## src/rtl/iterative_divider_if.sv

```systemverilog
// Request/response bundle between execute-stage control and the divider.
interface iterative_divider_if #(
  parameter int unsigned XLEN = 32
);
  logic            Start;
  logic [1:0]      DivOp;
  logic [XLEN-1:0] Dividend;
  logic [XLEN-1:0] Divisor;
  logic            Busy;
  logic            Done;
  logic [XLEN-1:0] Result;

  // Issuing side: execute-stage control
  modport master (
    output Start, DivOp, Dividend, Divisor,
    input  Busy, Done, Result
  );

  // Divider side
  modport slave (
    input  Start, DivOp, Dividend, Divisor,
    output Busy, Done, Result
  );
endinterface

```

## src/rtl/iterative_divider.sv

```systemverilog
// Radix-2 restoring divide/remainder unit for RV32M DIV/DIVU/REM/REMU.
// One quotient bit per cycle; divide-by-zero and signed overflow bypass the loop.
module iterative_divider #(
  parameter int unsigned XLEN = 32
) (
  input logic                clk,
  input logic                rst,
  iterative_divider_if.slave bus
);

  localparam int unsigned CNT_W = $clog2(XLEN) + 1;

  typedef enum logic [1:0] {
    S_IDLE  = 2'd0,
    S_CALC  = 2'd1,
    S_FIXUP = 2'd2,
    S_DONE  = 2'd3
  } state_e;

  state_e          state_q, state_d;
  logic [CNT_W-1:0] cnt_q, cnt_d;
  logic            sel_rem_q, sel_rem_d;   // 1: REM/REMU, 0: DIV/DIVU
  logic            sign_a_q, sign_a_d;     // dividend negative (signed ops only)
  logic            sign_b_q, sign_b_d;     // divisor negative (signed ops only)
  logic [XLEN-1:0] dvsr_q, dvsr_d;
  logic [XLEN-1:0] rem_q, rem_d;
  logic [XLEN-1:0] quo_q, quo_d;
  logic [XLEN-1:0] result_q, result_d;
  logic            busy_q, busy_d;
  logic            done_q, done_d;

  logic            signed_op;
  logic            div_zero;
  logic            sgn_ovf;
  logic [XLEN:0]   rem_sh;
  logic [XLEN:0]   trial;
  logic [XLEN-1:0] quo_fix;
  logic [XLEN-1:0] rem_fix;

  // Shifted partial remainder and trial subtraction; trial[XLEN] set means negative
  assign rem_sh = {rem_q, quo_q[XLEN-1]};
  assign trial  = rem_sh - {1'b0, dvsr_q};

  // Sign correction applied to the unsigned magnitudes after the loop
  assign quo_fix = (sign_a_q ^ sign_b_q) ? -quo_q : quo_q;
  assign rem_fix = sign_a_q ? -rem_q : rem_q;

  // Request decode for the accept edge
  assign signed_op = ~bus.DivOp[0];
  assign div_zero  = (bus.Divisor == '0);
  assign sgn_ovf   = signed_op
                     && (bus.Dividend == {1'b1, {(XLEN-1){1'b0}}})
                     && (bus.Divisor == '1);

  // State and datapath registers with synchronous reset
  always_ff @(posedge clk) begin
    if (rst) begin
      state_q   <= S_IDLE;
      cnt_q     <= '0;
      sel_rem_q <= 1'b0;
      sign_a_q  <= 1'b0;
      sign_b_q  <= 1'b0;
      dvsr_q    <= '0;
      rem_q     <= '0;
      quo_q     <= '0;
      result_q  <= '0;
      busy_q    <= 1'b0;
      done_q    <= 1'b0;
    end else begin
      state_q   <= state_d;
      cnt_q     <= cnt_d;
      sel_rem_q <= sel_rem_d;
      sign_a_q  <= sign_a_d;
      sign_b_q  <= sign_b_d;
      dvsr_q    <= dvsr_d;
      rem_q     <= rem_d;
      quo_q     <= quo_d;
      result_q  <= result_d;
      busy_q    <= busy_d;
      done_q    <= done_d;
    end
  end

  // Next-state and datapath update
  always_comb begin
    state_d   = state_q;
    cnt_d     = cnt_q;
    sel_rem_d = sel_rem_q;
    sign_a_d  = sign_a_q;
    sign_b_d  = sign_b_q;
    dvsr_d    = dvsr_q;
    rem_d     = rem_q;
    quo_d     = quo_q;
    result_d  = result_q;

    unique case (state_q)
      S_IDLE, S_DONE: begin
        state_d = S_IDLE;
        if (bus.Start) begin
          sel_rem_d = bus.DivOp[1];
          sign_a_d  = signed_op & bus.Dividend[XLEN-1];
          sign_b_d  = signed_op & bus.Divisor[XLEN-1];
          // abs() of the most negative value wraps to itself, read as unsigned
          quo_d     = sign_a_d ? -bus.Dividend : bus.Dividend;
          dvsr_d    = sign_b_d ? -bus.Divisor : bus.Divisor;
          rem_d     = '0;
          cnt_d     = CNT_W'(XLEN);
          if (div_zero) begin
            result_d = bus.DivOp[1] ? bus.Dividend : '1;
            state_d  = S_DONE;
          end else if (sgn_ovf) begin
            result_d = bus.DivOp[1] ? '0 : bus.Dividend;
            state_d  = S_DONE;
          end else begin
            state_d  = S_CALC;
          end
        end
      end

      S_CALC: begin
        if (trial[XLEN]) begin
          rem_d = rem_sh[XLEN-1:0];
          quo_d = {quo_q[XLEN-2:0], 1'b0};
        end else begin
          rem_d = trial[XLEN-1:0];
          quo_d = {quo_q[XLEN-2:0], 1'b1};
        end
        cnt_d = cnt_q - CNT_W'(1);
        if (cnt_q == CNT_W'(1)) begin
          state_d = S_FIXUP;
        end
      end

      S_FIXUP: begin
        result_d = sel_rem_q ? rem_fix : quo_fix;
        state_d  = S_DONE;
      end

      default: begin
        state_d = S_IDLE;
      end
    endcase
  end

  // Status flags are registered copies of the next state
  always_comb begin
    busy_d = (state_d == S_CALC) || (state_d == S_FIXUP);
    done_d = (state_d == S_DONE);
  end

  assign bus.Busy   = busy_q;
  assign bus.Done   = done_q;
  assign bus.Result = result_q;

endmodule

```

## src/flat_wrapper.sv

```systemverilog
// flat-port wrapper written by rule: the top's interface ports become plain ports
module iterative_divider_flat 
#(
  parameter int unsigned XLEN = 32
)
  (clk, rst, bus_Start, bus_DivOp, bus_Dividend, bus_Divisor, bus_Busy, bus_Done, bus_Result);
  iterative_divider_if #(.XLEN(XLEN)) bus_i ();
  input logic clk;
  input logic rst;
  input wire logic [$bits(bus_i.Start)-1:0] bus_Start;
  input wire logic [$bits(bus_i.DivOp)-1:0] bus_DivOp;
  input wire logic [$bits(bus_i.Dividend)-1:0] bus_Dividend;
  input wire logic [$bits(bus_i.Divisor)-1:0] bus_Divisor;
  output wire logic [$bits(bus_i.Busy)-1:0] bus_Busy;
  output wire logic [$bits(bus_i.Done)-1:0] bus_Done;
  output wire logic [$bits(bus_i.Result)-1:0] bus_Result;
  assign bus_i.Start = bus_Start;
  assign bus_i.DivOp = bus_DivOp;
  assign bus_i.Dividend = bus_Dividend;
  assign bus_i.Divisor = bus_Divisor;
  assign bus_Busy = bus_i.Busy;
  assign bus_Done = bus_i.Done;
  assign bus_Result = bus_i.Result;
  iterative_divider #(.XLEN(XLEN)) u_core (.clk(clk), .rst(rst), .bus(bus_i));
endmodule
```

## config.mk

```make
export PLATFORM = sky130hd
export DESIGN_NAME = iterative_divider_flat
export DESIGN_NICKNAME = d
export VERILOG_FILES = /design/src/rtl/iterative_divider_if.sv /design/src/rtl/iterative_divider.sv /design/src/flat_wrapper.sv
export SDC_FILE = /design/constraint.sdc
export NUM_CORES = 1
export LEC_CHECK = 0
export CAP_MARGIN = 10
export CORE_ASPECT_RATIO = 0.75
export CORE_MARGIN = 2
export CORE_UTILIZATION = 60
export CTS_BUF_LIST = sky130_fd_sc_hd__clkbuf_8
export CTS_CLUSTER_SIZE = 10
export DETAILED_ROUTE_END_ITERATION = 10
export PLACE_DENSITY = 0.93
export SLEW_MARGIN = 15
export SYNTH_ARGS = -nofsm -noshare
export SYNTH_HDL_FRONTEND = slang
export SYNTH_SLANG_ARGS = --single-unit
```

## constraint.sdc

```tcl
create_clock -name clk -period 3.62 [get_ports clk]
set_input_delay 0.362 -clock clk [delete_from_list [all_inputs] [get_ports clk]]
set_output_delay 0.362 -clock clk [all_outputs]
set_load 0.02 [all_outputs]
```

==> images/m1.png <==
Bar = 50 um.
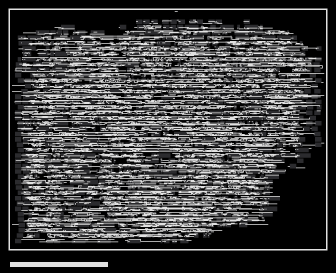
1564 nets have wire on it. The layer carries 14300 um of wire. The longest straight run is 70.8 um. The wires run mostly horizontal. The layer holds 42% of the routed length.
met1 GRT Util: 47.4%
Vias: 11900
Total Routed Length: 34200 um

==> summary.txt <==
Status -> finished clean
Int Pwr -> 4.92 mW
Crit path arrival time -> 3.75 ns
Die W -> 161 um
Commonest Layout Cell -> nand2_1
Fp_density -> 61.9%
Initial antenna violation count -> 0
Sw frac -> 48.7%
Clock network power share -> 14.6%
Dpl hpwl -> 24900 um
Worst clock skew -> 0.0176 ns
Clk power -> 1.40 mW
Cells on worst reg2reg path -> 13
Post-route ant nets -> 0
Vias in the first global route -> 10800
DRC -> 0
Peak fanout along the critical path -> 17
Yosys cell types -> 81
Hold Fails Final Rpt -> 0
# nets final -> 1707
Core area -> 0.0179 mm2
Post_cts resized -> 0
Count of library flops with an enable pin -> 0
CP endpoint kind -> flip-flop
Leak pwr -> 4.76 nW
First-pass GRT wire length -> 54300 um
Worst r2r dst -> u_core.rem_q[8]$_SDFFE_PP0P_
Least-Margin Pin Slew -> 0.935 ns
Async SR Flop Fraction -> 0%
Tally of OpenROAD warnings -> 29
Finished Layout Cells -> 1850
Largest net degree at the start of global routing -> 66
Share of total power in sequential cells -> 26.8%
Antenna Diode Count -> 0
Mean Syn Cell Area -> 7.27 um2
Initial DRC Count -> 1519
Tightest Hold Check Type -> primary input to flip-flop
Sw power -> 4.67 mW
Worst Setup SP -> u_core.quo_q[31]$_SDFFE_PP0P_
Period minus WS final -> 3.38 ns
Top cells excl fill/tap -> nand2_1, nor2_1, dfxtp_1, a21oi_1, clkdlybuf4s50_1
Maximum clock rate -> 296 MHz
Die Y-Extent -> 122 um
Seq power -> 2.57 mW
Vias per inst -> 6.43
Max-slew violations -> 0
Num CTS Buffers -> 17
Layout Area Growth over Synthesis -> 16.2%
Grt ovf -> 0
Unrepaired setup endpoints after global routing -> no
Placer Congestion -> 0.995
CP max stage cell -> fa_1
Heaviest power group -> combinational cells
Synth Instances -> 1522
Max_cap viols -> 0
IO Pins -> 103
Layout cells sized above 1 -> 7.46%
Yosys cell count -> 1522
Final TNS setup -> 0 ns
Critical Path RT -> 3.99 ns
Combinational power -> 5.62 mW
CP cell instances -> inv_1, ha_1, fa_1, nand2b_1, a211oi_2, o41a_1, a2bb2oi_1, a21oi_2, a41o_1, xor2_4, buf_12, nor2_1, a221o_1
Max_slew headroom -> 37.4%
Endpoints failing setup -> 0
Register share after synthesis -> 25.5%
CP Capture Point -> u_core.rem_q[8]$_SDFFE_PP0P_
CP Class -> flip-flop to flip-flop
Later-pin clock latency in the skew report -> 0.48 ns
Synth warnings -> 0
Syn_nets -> 1634
R2r startpoint -> u_core.quo_q[31]$_SDFFE_PP0P_
Setup crit start kind -> flip-flop
Port Buffers -> 102
Drt first pass iters -> 6
Max incr delay on CP -> 0.41 ns
#FFs+latches synth -> 141
Placed instance count -> 1818
FILL cells -> 1438
Chip Area, Yosys -> 0.0111 mm2
Setup bufs post-CTS -> 0
==> images/m2.png <==
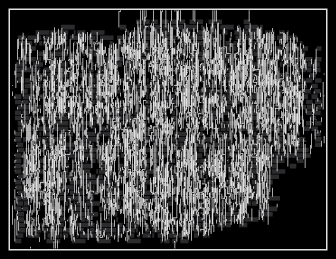
1432 nets have wire on it. The layer carries 14800 um of wire. The longest straight run is 34.9 um.
met2 Use GR: 54.1%

## metal layers
metal,GRT usage (%),share of wire [%],up-vias
met5,0,0,-
met4,11.0,2.8,0
met3,7.32,12,108
met2,54.1,43,764
met1,47.4,42,5480
li1,-,-,5543
## layout make-up
type                    count  area [um2]  share of cell area [%]
clock buffers              19         262                    2.03
clock inverters            13         161                    1.26
inverters                  58         218                    1.69
multi-input cells        1222        7620                    59.3
flip-flops and latches    141        2820                    22.0
well taps                 242         303                    2.36
repair buffers            155        1470                    11.4
## flip-flops by register name, indices dropped and copies added, names as in the netlist
name and flops:
u_core.quo_q 32, u_core.cnt_q 6, u_core.bus.Busy 1, u_core.sel_rem_q 1
u_core.bus.Result 32, u_core.sign_b_q 1, u_core.sign_a_q 1, u_core.bus.Done 1
u_core.state_q 2, u_core.dvsr_q 32, u_core.rem_q 32
## worst min path at each step
stage	from	cells after the start	slack [ns]	end
floorplan	u_core.dvsr_q[31]$_SDFFE_PP0P_	2	0.43	u_core.dvsr_q[31]$_SDFFE_PP0P_
global placement	u_core.dvsr_q[31]$_SDFFE_PP0P_	2	0.44	u_core.dvsr_q[31]$_SDFFE_PP0P_
detailed placement	u_core.bus.Result[25]$_SDFFE_PP0P_	2	0.45	u_core.bus.Result[25]$_SDFFE_PP0P_
CTS	rst	2	0.37	u_core.quo_q[1]$_SDFFE_PP0P_
global route	rst	2	0.39	u_core.quo_q[1]$_SDFFE_PP0P_
finish	rst	2	0.38	u_core.quo_q[1]$_SDFFE_PP0P_
## cells by family after synthesis
logic type | Yosys count | synth area share (%)
compound gates | 450 | 26.0
xor+xnor | 147 | 11.8
fa+ha+maj | 48 | 5.38
buf+inv | 159 | 5.80
flops | 141 | 25.5
mux | 29 | 2.62
simple gates | 548 | 22.8
## synthesized netlist by cell type (all sizes together) (15+ instances only)
library cell | count | share of area, %
nand2b | 15 | 0.85
o21ai | 124 | 5.6
nor3 | 54 | 2.5
a21oi | 119 | 5.4
nor2 | 164 | 5.6
clkbuf | 78 | 2.6
xnor2 | 64 | 5.1
o41ai | 17 | 1.4
or4 | 15 | 1.1
nand2 | 210 | 7.1
xor2 | 83 | 6.7
inv | 57 | 1.9
a211oi | 80 | 5.6
dfxtp | 141 | 26
buf | 23 | 1.2
mux2i | 29 | 2.6
o31ai | 23 | 1.7
ha | 42 | 4.8
## per-stage QoR
stage | setup slack, ns | util [%] | instance area (um2) | hold slack, ns | power, mW
3_3_place_gp | 0.224 | 69.6 | 12400 | 0.441 | 7.77
3_5_place_dp | 0.106 | 69.6 | 12400 | 0.451 | 7.98
4_1_cts | 0.224 | 71.9 | 12900 | 0.366 | 9.41
6_report | 0.240 | 72.0 | 12900 | 0.382 | 9.59
5_1_grt | 0.116 | 72.0 | 12900 | 0.395 | 10.2
2_1_floorplan | 0.448 | - | 11100 | 0.432 | 6.24
## worst max-delay path: cells and delay by family, from the launching register on
family	cells	cell delay, ns
flip-flops	1	0.37
AND-OR/OR-AND	6	1.44
buffers and inverters	2	0.28
AND/OR/NAND/NOR	2	0.31
adder cells (fa/ha/maj)	2	0.63
XOR/XNOR	1	0.24
Power and IR drop assume default switching activity.
